Congestion heat map:
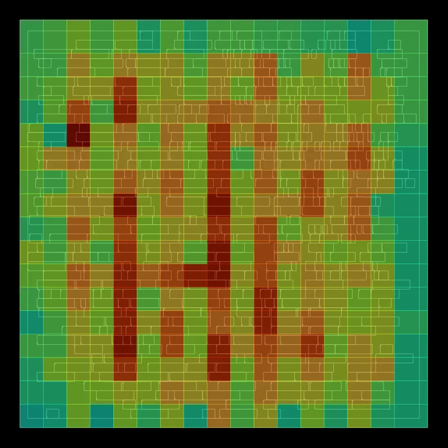
M3 wires:
Bar = 20 µm. Cells faint in the background.
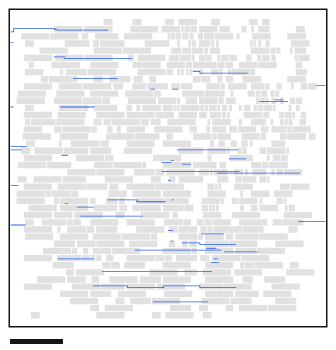
Met4 routing:
Bar = 20 µm.
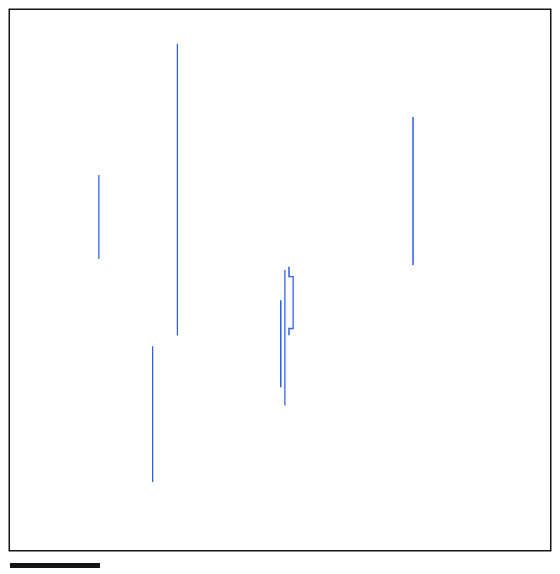
Design risc_out_uart_logger, sky130hd; sources not shown.
==> report_table.html <==
<p>Metrics extracted from the flow reports.</p>
<table>
<tr><th>Metric</th><th>Value</th></tr>
<tr><th colspan="2">Worst setup path</th></tr>
<tr><td>Data required time of the critical path</td><td>3630 ps</td></tr>
<tr><td>Delay-heaviest family, CP</td><td>simple AND/OR/NAND/NOR gates</td></tr>
<tr><td>Slowest Stage Delay on Critical Path</td><td>680 ps</td></tr>
<tr><td>Largest fanout of any net on the critical path</td><td>10</td></tr>
<tr><th colspan="2">Power</th></tr>
<tr><td>Maximum ir drop on the vdd rail</td><td>375 µV</td></tr>
<tr><td>Total power</td><td>5.84 mW</td></tr>
<tr><th colspan="2">GRT</th></tr>
<tr><td>Antenna violations before repair</td><td>0</td></tr>
<tr><td>GRT Residual Overflow</td><td>0</td></tr>
<tr><td>Largest net degree at the start of global routing</td><td>17</td></tr>
<tr><th colspan="2">Route</th></tr>
<tr><td>Number of antenna-violating nets in the routed design</td><td>0</td></tr>
<tr><td>Uppermost metal layer occupied by signal nets</td><td>met4</td></tr>
<tr><th colspan="2">Yosys</th></tr>
<tr><td>Top flip-flop cell by instance count after synthesis</td><td>edfxtp_1</td></tr>
<tr><td>Max-area cell share</td><td>51.8%</td></tr>
<tr><td>Count leader, synth</td><td>edfxtp_1</td></tr>
<tr><td>Synth Cell Area</td><td>7430 µm²</td></tr>
<tr><td>Unique cell type count in the Yosys netlist</td><td>46</td></tr>
<tr><td>Count of flip-flops with a built-in enable after synthesis</td><td>128</td></tr>
<tr><td>Main area contributors</td><td>edfxtp_1 (52%), dfxtp_1 (15%), mux4_2 (6.7%)</td></tr>
<tr><th colspan="2">Layout</th></tr>
<tr><td>Number of flip-flops under the largest register name</td><td>128</td></tr>
<tr><td>Proportion of layout cells with a drive suffix above 1</td><td>21.7%</td></tr>
<tr><td>Growth of design area from synthesis to finish</td><td>16.1%</td></tr>
<tr><td>N_diodes</td><td>0</td></tr>
<tr><td>Fillers</td><td>965</td></tr>
<tr><th colspan="2">Clock network</th></tr>
<tr><td>Buffers inserted during post-CTS setup optimization</td><td>0</td></tr>
<tr><td>Longest Clk Path Bufs</td><td>2</td></tr>
<tr><td>Number of H-tree levels</td><td>4</td></tr>
<tr><th colspan="2">Final timing</th></tr>
<tr><td>Headroom to the max-slew limit</td><td>35.3%</td></tr>
<tr><td>Final tally of max-slew violations</td><td>0</td></tr>
<tr><td>Slew of the pin with the lowest slew margin</td><td>965 ps</td></tr>
<tr><td>Hold Worst Slack</td><td>453 ps</td></tr>
<tr><th colspan="2">Run status</th></tr>
<tr><td>Outcome</td><td>completed</td></tr>
<tr><th colspan="2">Floorplan</th></tr>
<tr><td>Height of the die</td><td>120 µm</td></tr>
<tr><td>Effective utilization at floorplan</td><td>56.3%</td></tr>
<tr><th colspan="2">Place</th></tr>
<tr><td>Post-Place Cell Area</td><td>8040 µm²</td></tr>
<tr><td>Setup slack after placement</td><td>-529 ps</td></tr>
<tr><td>HPWL Detailed</td><td>10.2 mm</td></tr>
<tr><td>Final weighted congestion of routability-driven global placement</td><td>0.845</td></tr>
</table>
About 'congestion heat map':
met1 layer usage reported by global route: 30.2%
aggregate global-route resource usage: 22.5%
average wire length per cell after detail routing: 21.0 µm
final core occ: 65.3%
busiest layer in global routing: met2

About 'M3 wires':
The layer carries 537 µm of wire. The wires run mostly horizontal. 28 nets have wire on it. The layer holds 3.6% of the routed length. The longest straight run is 41.4 µm.
number of vias in the routed layout: 4012
wire length after detailed routing: 14.7 mm
GRT met3 Usage: 4.34%

About 'met4 routing':
The layer holds 1.4% of the routed length. 5 nets have wire on it. The wires run mostly vertical.

## where the power goes
part           switching [mW]  total [mW]  internal [mW]
sequential              0.126        2.67           2.55
combinational           0.708        1.36          0.654
clock                   0.802        1.80           1.00
total                    1.64        5.84           4.20
## cell families after synthesis
family	after synthesis	synth area share, %
compound gates	46	5.05
buf+inv	34	3.12
mux	52	13.0
flops	184	66.9
simple gates	110	7.92
fa+ha+maj	6	1.01
xor+xnor	26	3.07
## layout by cell type (no fill, tap or decap), types with 12 or more instances in the layout
cell type / synthesis / routed
edfxtp_1: 128 / 128
dfxtp_1: 56 / 56
nor2_1: 37 / 37
xnor2_1: 22 / 22
mux4_2: 22 / 22
clkdlybuf4s50_1: 0 / 20
buf_4: 7 / 19
nor2b_1: 19 / 19
a211oi_1: 17 / 17
clkbuf_16: 0 / 17
mux2i_1: 16 / 16
nor3_1: 14 / 12
## worst reg2reg max path: cells and delay by family (launching register included)
family | cells | cell delay (ps)
buffers and inverters | 3 | 670
flip-flops | 1 | 300
AND/OR/NAND/NOR | 4 | 1440
## area by class of cell
| cell class | count | share of cell area, % |
|---|---|---|
| plain buffers | 28 | 2.42 |
| clock buffers | 18 | 5.10 |
| clock inverters | 14 | 1.44 |
| inverters | 6 | 0.261 |
| multi-input cells | 240 | 26.7 |
| flip-flops and latches | 184 | 57.6 |
| well taps | 176 | 2.55 |
| repair buffers | 36 | 3.93 |
## through the flow
step | util, % | std cells | setup TNS [ps]
2_1_floorplan | - | 458 | -1440
3_3_place_gp | 59.5 | 654 | -290560
3_5_place_dp | 61.0 | 670 | -46850
4_1_cts | 65.3 | 702 | 0
5_1_grt | 65.3 | 702 | 0
6_report | 65.3 | 702 | 0
Power figures rest on the tool's default switching activity, not on a simulated workload.
